<file path="config.mk">
export PLATFORM = sky130hd
export DESIGN_NAME = demux2_stream_flat
export DESIGN_NICKNAME = d
export VERILOG_FILES = /design/src/rtl/demux2_stream_if.sv /design/src/rtl/demux2_stream.sv /design/src/flat_wrapper.sv
export SDC_FILE = /design/constraint.sdc
export NUM_CORES = 1
export LEC_CHECK = 0
export CAP_MARGIN = 25
export CORE_AREA = 2 2 77 79
export DETAILED_ROUTE_END_ITERATION = 16
export DIE_AREA = 0 0 79 81
export PLACE_DENSITY = 0.72
export REMOVE_ABC_BUFFERS = 1
export SKIP_LAST_GASP = 1
export SYNTH_ARGS = -nofsm -noshare
export SYNTH_HDL_FRONTEND = slang
export SYNTH_SLANG_ARGS = --single-unit
</file>
<file path="constraint.sdc">
create_clock -name clk -period 5.5 [get_ports clk]
set_input_delay 0.825 -clock clk [delete_from_list [all_inputs] [get_ports clk]]
set_output_delay 0.825 -clock clk [all_outputs]
set_load 0.01 [all_outputs]
</file>
<file path="src/rtl/demux2_stream_if.sv">
// rtl/demux2_stream_if.sv - producer and two-consumer stream bundle for demux2_stream
interface demux2_stream_if #(
  parameter int width = 8,
  parameter int cnt_w = 8
);
  logic             in_valid;
  logic             in_ready;
  logic             in_sel;
  logic [width-1:0] in_data;
  logic             y0_valid;
  logic             y0_ready;
  logic [width-1:0] y0_data;
  logic             y1_valid;
  logic             y1_ready;
  logic [width-1:0] y1_data;
  logic [cnt_w-1:0] cnt0;
  logic [cnt_w-1:0] cnt1;

  modport slave (
    input  in_valid, in_sel, in_data, y0_ready, y1_ready,
    output in_ready, y0_valid, y0_data, y1_valid, y1_data, cnt0, cnt1
  );

  modport master (
    output in_valid, in_sel, in_data, y0_ready, y1_ready,
    input  in_ready, y0_valid, y0_data, y1_valid, y1_data, cnt0, cnt1
  );
endinterface

</file>
<file path="src/rtl/demux2_stream.sv">
// rtl/demux2_stream.sv - 1-to-2 stream demux with a 2-entry FIFO and pop counter per port
module demux2_stream #(
  parameter int width = 8,
  parameter int cnt_w = 8
) (
  input  logic           clk,
  input  logic           rst_n,
  demux2_stream_if.slave bus
);

  logic [1:0]       occ_q  [2];
  logic [1:0]       occ_d  [2];
  logic [width-1:0] head_q [2];
  logic [width-1:0] head_d [2];
  logic [width-1:0] tail_q [2];
  logic [width-1:0] tail_d [2];
  logic [cnt_w-1:0] cnt_q  [2];
  logic [cnt_w-1:0] cnt_d  [2];
  logic             push   [2];
  logic             pop    [2];
  logic             rdy    [2];

  // No bypass: a FULL port refuses a push even when it is popping this cycle.
  assign bus.in_ready = rst_n & (bus.in_sel ? (occ_q[1] != 2'd2) : (occ_q[0] != 2'd2));

  always_comb begin
    rdy[0] = bus.y0_ready;
    rdy[1] = bus.y1_ready;
    for (int p = 0; p < 2; p++) begin
      push[p]   = bus.in_valid & bus.in_ready & (p[0] ? bus.in_sel : ~bus.in_sel);
      pop[p]    = (occ_q[p] != 2'd0) & rdy[p];
      occ_d[p]  = occ_q[p];
      head_d[p] = head_q[p];
      tail_d[p] = tail_q[p];
      cnt_d[p]  = cnt_q[p];

      case ({push[p], pop[p]})
        2'b10:   occ_d[p] = occ_q[p] + 2'd1;
        2'b01:   occ_d[p] = occ_q[p] - 2'd1;
        default: occ_d[p] = occ_q[p];
      endcase

      // head always holds the oldest entry; tail is only meaningful when FULL
      case (occ_q[p])
        2'd0: begin
          if (push[p]) head_d[p] = bus.in_data;
        end
        2'd1: begin
          if (push[p] && pop[p]) head_d[p] = bus.in_data;
          else if (push[p])      tail_d[p] = bus.in_data;
        end
        default: begin
          if (pop[p]) head_d[p] = tail_q[p];
        end
      endcase

      if (pop[p]) cnt_d[p] = cnt_q[p] + 1'b1;
    end
  end

  always_ff @(posedge clk or negedge rst_n) begin
    if (!rst_n) begin
      for (int p = 0; p < 2; p++) begin
        occ_q[p]  <= 2'd0;
        head_q[p] <= '0;
        tail_q[p] <= '0;
        cnt_q[p]  <= '0;
      end
    end else begin
      for (int p = 0; p < 2; p++) begin
        occ_q[p]  <= occ_d[p];
        head_q[p] <= head_d[p];
        tail_q[p] <= tail_d[p];
        cnt_q[p]  <= cnt_d[p];
      end
    end
  end

  assign bus.y0_valid = (occ_q[0] != 2'd0);
  assign bus.y0_data  = head_q[0];
  assign bus.cnt0     = cnt_q[0];
  assign bus.y1_valid = (occ_q[1] != 2'd0);
  assign bus.y1_data  = head_q[1];
  assign bus.cnt1     = cnt_q[1];

endmodule

</file>
<file path="src/flat_wrapper.sv">
// flat-port wrapper written by rule: the top's interface ports become plain ports
module demux2_stream_flat 
#(
  parameter int width = 8,
  parameter int cnt_w = 8
)
  (clk, rst_n, bus_in_valid, bus_in_sel, bus_in_data, bus_y0_ready, bus_y1_ready, bus_in_ready, bus_y0_valid, bus_y0_data, bus_y1_valid, bus_y1_data, bus_cnt0, bus_cnt1);
  demux2_stream_if #(.width(width), .cnt_w(cnt_w)) bus_i ();
  input  logic clk;
  input  logic rst_n;
  input wire logic [$bits(bus_i.in_valid)-1:0] bus_in_valid;
  input wire logic [$bits(bus_i.in_sel)-1:0] bus_in_sel;
  input wire logic [$bits(bus_i.in_data)-1:0] bus_in_data;
  input wire logic [$bits(bus_i.y0_ready)-1:0] bus_y0_ready;
  input wire logic [$bits(bus_i.y1_ready)-1:0] bus_y1_ready;
  output wire logic [$bits(bus_i.in_ready)-1:0] bus_in_ready;
  output wire logic [$bits(bus_i.y0_valid)-1:0] bus_y0_valid;
  output wire logic [$bits(bus_i.y0_data)-1:0] bus_y0_data;
  output wire logic [$bits(bus_i.y1_valid)-1:0] bus_y1_valid;
  output wire logic [$bits(bus_i.y1_data)-1:0] bus_y1_data;
  output wire logic [$bits(bus_i.cnt0)-1:0] bus_cnt0;
  output wire logic [$bits(bus_i.cnt1)-1:0] bus_cnt1;
  assign bus_i.in_valid = bus_in_valid;
  assign bus_i.in_sel = bus_in_sel;
  assign bus_i.in_data = bus_in_data;
  assign bus_i.y0_ready = bus_y0_ready;
  assign bus_i.y1_ready = bus_y1_ready;
  assign bus_in_ready = bus_i.in_ready;
  assign bus_y0_valid = bus_i.y0_valid;
  assign bus_y0_data = bus_i.y0_data;
  assign bus_y1_valid = bus_i.y1_valid;
  assign bus_y1_data = bus_i.y1_data;
  assign bus_cnt0 = bus_i.cnt0;
  assign bus_cnt1 = bus_i.cnt1;
  demux2_stream #(.width(width), .cnt_w(cnt_w)) u_core (.clk(clk), .rst_n(rst_n), .bus(bus_i));
endmodule
</file>
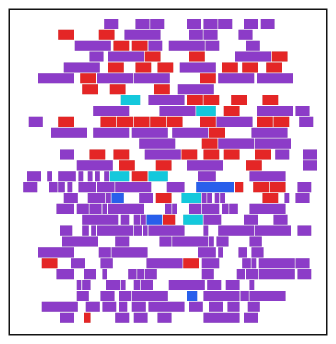
Figure 1: run 1, drive-strength map.
(4 px per µm)
- blue: _3 and _4 cells (cells 4; share 1.7%)
- purple: _0 and _1 cells (cells 175; share 74%; most used dfrtp_1)
- cyan: _6 and larger (cells 6; share 2.5%; most used clkbuf_8)
- red: _2 cells (cells 53; share 22%; most used mux2_2)

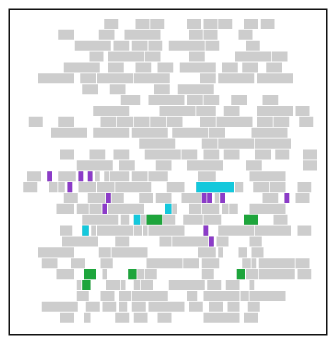
Figure 2: run 1, gate-type map.
(4 px per µm)
- purple: inverters (cells 12)
- green: AND and OR gates (cells 6)
- cyan: inverting AOI/OAI gates (cells 4)

==> notes.md, run 1 <==
On the backend side, the flow ran end to end.

The flow ran to the end, and the final reports show no timing, DRC or antenna violations. The count of clock buffers in the final design stands at 6. The post-route non-filler standard cell count stands at 313.

The final report lists the setup-violating endpoint count as 0. After clock tree synthesis, the repair step resized 0 gates. Checking hold timing, the worst path is listed with class flop to flop. Between clock sinks in the finished design, the worst skew comes to 0.0114 ns. The max-capacitance violation count stands at 0. The clock tree synthesis step divided the H-tree into 2 levels. The report gives the cell count of the worst hold path as 1. The sequential cell count stands at 52. The minimum setup slack among reg-to-reg paths stands at 2.93 ns. The worst pin sits at a relative slew slack of 53.6%. Once synthesis finished, the tally of register bits stood at 52. The insertion delay of the later-clocked pin in the worst-skew pair stands at 0.30 ns.

The data arrival time of the critical path stands at 2.49 ns. The synthesized area per cell stands at 13.3 µm². The diode insertion count for antenna repair stands at 0. The number of antenna violations at the first check in global routing came to 0. The horizontal die dimension stands at 79 µm. Summing all multiplexer cells gives an area fraction of 22.9%. In this run the worst path has a maximum fanout of 30. The area share of xor/xnor cells in the synthesized design stands at 6.40%. The residual DRC count stands at 0. For this run, the chip area from Yosys synthesis comes to 2460 µm².

The final RePlAce weighted congestion stands at 0.782. The remaining global-route overflow stands at 0. The row count stands at 28. Overall power consumption after layout is estimated at 1800 µW. Setup repair after global routing left no endpoint under its margin. Per the OpenROAD floorplan log, the height of the die is 81 µm. Yosys printed 0 warnings.

The area occupied by registers stands at 1300 µm². Looking at the setup timing report, the critical path kind is input pin to primary output. Counting flops with a built-in enable in the synthesized netlist gives 0. In this run the standard cell core region covers 5680 µm². Post-CTS timing repair inserted 0 buffers for setup. The fraction of layout cells with a size suffix above 1 stands at 26.5%. The final number of max-transition violations stands at 0. The final setup TNS stands at 0 ns. The via count of the first global-routing pass stands at 1454.

In the layout the commonest cells are sky130_fd_sc_hd__dfrtp_1, sky130_fd_sc_hd__mux2_2, sky130_fd_sc_hd__clkdlybuf4s50_1.
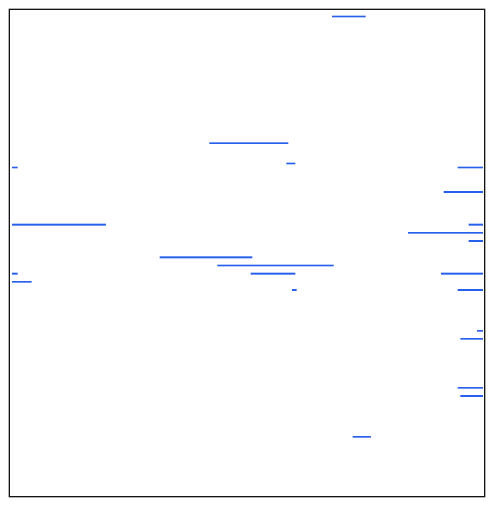
Figure 3: run 1, M3 wires.
(6 px per µm)
- main direction: horizontal
- wire length on this layer: 132 µm
- longest straight run: 19.1 µm
drt total wl: 4320 µm
global routing met3 resource utilization: 3.00%
routed vias: 1510

## run 1: metrics by stage
step                      hold slack, ns  utilization [%]  area, µm²
after global placement             0.461             53.4       3030
after global routing               0.521             55.0       3120
after floorplan                    0.463                -       2450
after detailed placement           0.469             53.4       3030
final                              0.484             55.0       3120
after CTS                          0.485             55.0       3120
## run 1: layer usage
layer,vias up,share of wire (%),track usage (%)
met3,5,3.1,3.00
met2,26,48,22.8
met5,-,0,0
met4,0,1.4,4.66
li1,741,-,-
met1,738,47,19.2
## run 1: critical path, delay by kind of cell
kind,cells,cell delay [ns]
and+or+nand+nor,1,0.18
buffers and inverters,3,1.48
## run 1: where the power goes
part           leakage (µW)  total, µW  switching (µW)  internal [µW]
clock network     0.0000473        221             120            101
registers          0.000644        684             121            563
logic              0.000684        893             347            546
Figure 4. Congestion heat map (run 1).
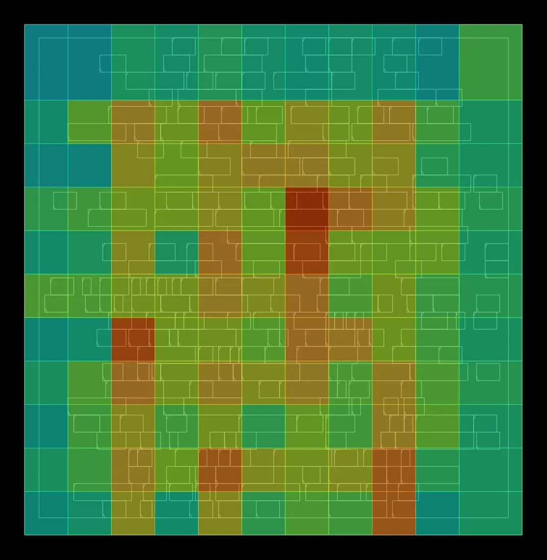

==> run 2, diff against run 1 <==
--- a/config.mk
+++ b/config.mk
@@ -9,7 +9,7 @@
 export CORE_AREA = 2 2 77 79
 export DETAILED_ROUTE_END_ITERATION = 16
 export DIE_AREA = 0 0 79 81
-export PLACE_DENSITY = 0.72
+export PLACE_DENSITY = 0.75
 export REMOVE_ABC_BUFFERS = 1
 export SKIP_LAST_GASP = 1
 export SYNTH_ARGS = -nofsm -noshare
==> constraint.sdc (replaced) <==
create_clock -name clk -period 2.86 [get_ports clk]
set_input_delay 0.429 -clock clk [delete_from_list [all_inputs] [get_ports clk]]
set_output_delay 0.429 -clock clk [all_outputs]
set_load 0.01 [all_outputs]
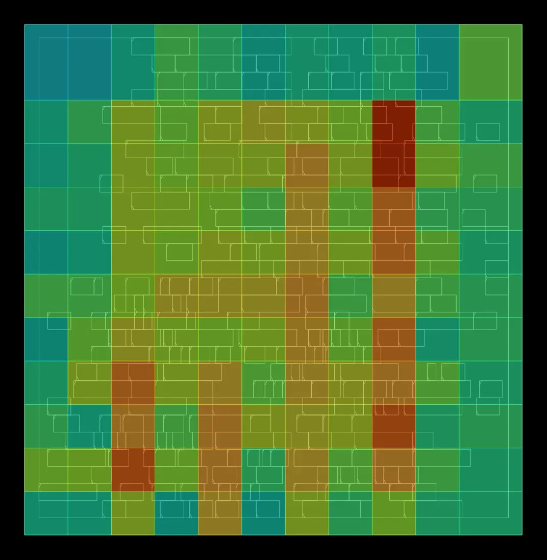
Figure 5: run 2, congestion heat map.
total global routing track utilization: 14.5%
routing usage on met1: 19.5%
routing layer with the top usage in global route: met2
share of the core filled with cells in the final layout: 56.1%

==> run 2 against run 1 <==
Sequential power up 92%. Wire length is 1.2% higher. Worst setup slack got worse by 1.9 ns.
==> notes.md, run 2 <==
On the backend side, the flow ran end to end.

The minimum setup slack among reg-to-reg paths was 0.64 ns (-2.29 ns). The logic depth of the worst path, buffers included stands at 9 (+5). The final setup TNS stands at 0 ns (unchanged). The fraction of power consumed by the clock network stands at 14.6% (+2.3 points). The combinational share of power stands at 48.6% (-1.1 points). The synthesized area per cell stands at 13.3 µm² (unchanged). The number of synthesized register bits is 52 (unchanged). The flow ran to the end, and the final reports show no timing, DRC or antenna violations. The horizontal die dimension stands at 79 µm (unchanged). Setup repair after global routing left no endpoint under its margin. The setup violation total in the final timing report stands at 0 (unchanged). The number of synthesis warnings stands at 0 (unchanged). The maximum fanout along the worst path stands at 8 (-73%). The post-layout total power was 3570 µW (+99%). The proportion of power drawn by flip-flops and latches stands at 36.8% (-1.2 points). The number of levels the H-tree was split into stands at 2 (unchanged). The core outline area came to 5680 µm² (unchanged). The area share of xor/xnor cells in the synthesized design is 6.40% (unchanged). The final RePlAce weighted congestion stands at 0.725 (-7.3%). The met2 track demand over resource stands at 22.6% (-0.17 points). The residual DRC count stands at 0 (unchanged). The count of buffers added by post-CTS timing repair for setup was 0 (unchanged). The power in sequential cells was 1310 µW (+92%).

The fraction of layout cells with a size suffix above 1 came to 27.6% (+1.1 points). The diode insertion count for antenna repair stands at 0 (unchanged). The worst path buffer plus inverter count came to 4 (+1). The final number of max-transition violations stands at 0 (unchanged). Ranking logic cells in the layout by count gives the top entries sky130_fd_sc_hd__dfrtp_1, sky130_fd_sc_hd__mux2_2, sky130_fd_sc_hd__clkdlybuf4s50_1. The max-capacitance violation count stands at 0 (unchanged). The data arrival time of the critical path stands at 2.75 ns (+0.26 ns). The cell internal power dissipation is 2430 µW (+100%).

The row count was 28 (unchanged). The switching part of the total power stands at 31.9% (-0.86 points). The number of antenna violations at the first check in global routing stands at 0 (unchanged). The remaining global-route overflow is 0 (unchanged). The met1 routed wirelength after detailed routing came to 2000 µm (-2.5%). The power dissipated in combinational cells came to 1730 µW (+94%). The routed length on met2 came to 2180 µm (+5.1%).

The post-cts sizing count stands at 0 (unchanged).
run 2: area by class of cell:
type,count,area (µm²),share of cell area [%]
inverter,12,45.0,1.42
multi-input combinational,118,1100,34.7
clock buffer,6,82.6,2.60
sequential,52,1300,40.9
tap,75,93.8,2.95
clock inverter,2,38.8,1.22
timing repair buffer,53,515,16.2
run 2: stage by stage:
step | setup WS [ns] | area (µm²) | std cells | utilization [%] | hold slack [ns]
3_5_place_dp | 0.141 | 3050 | 309 | 53.7 | 0.237
5_1_grt | 0.192 | 3180 | 318 | 56.1 | 0.444
2_1_floorplan | 0.599 | 2450 | 182 | - | 0.133
4_1_cts | 0.282 | 3180 | 318 | 56.1 | 0.437
3_3_place_gp | 0.206 | 3050 | 309 | 53.7 | 0.240
6_report | 0.300 | 3180 | 318 | 56.1 | 0.455
No activity file was given, so power comes from the tool's default toggle rates.
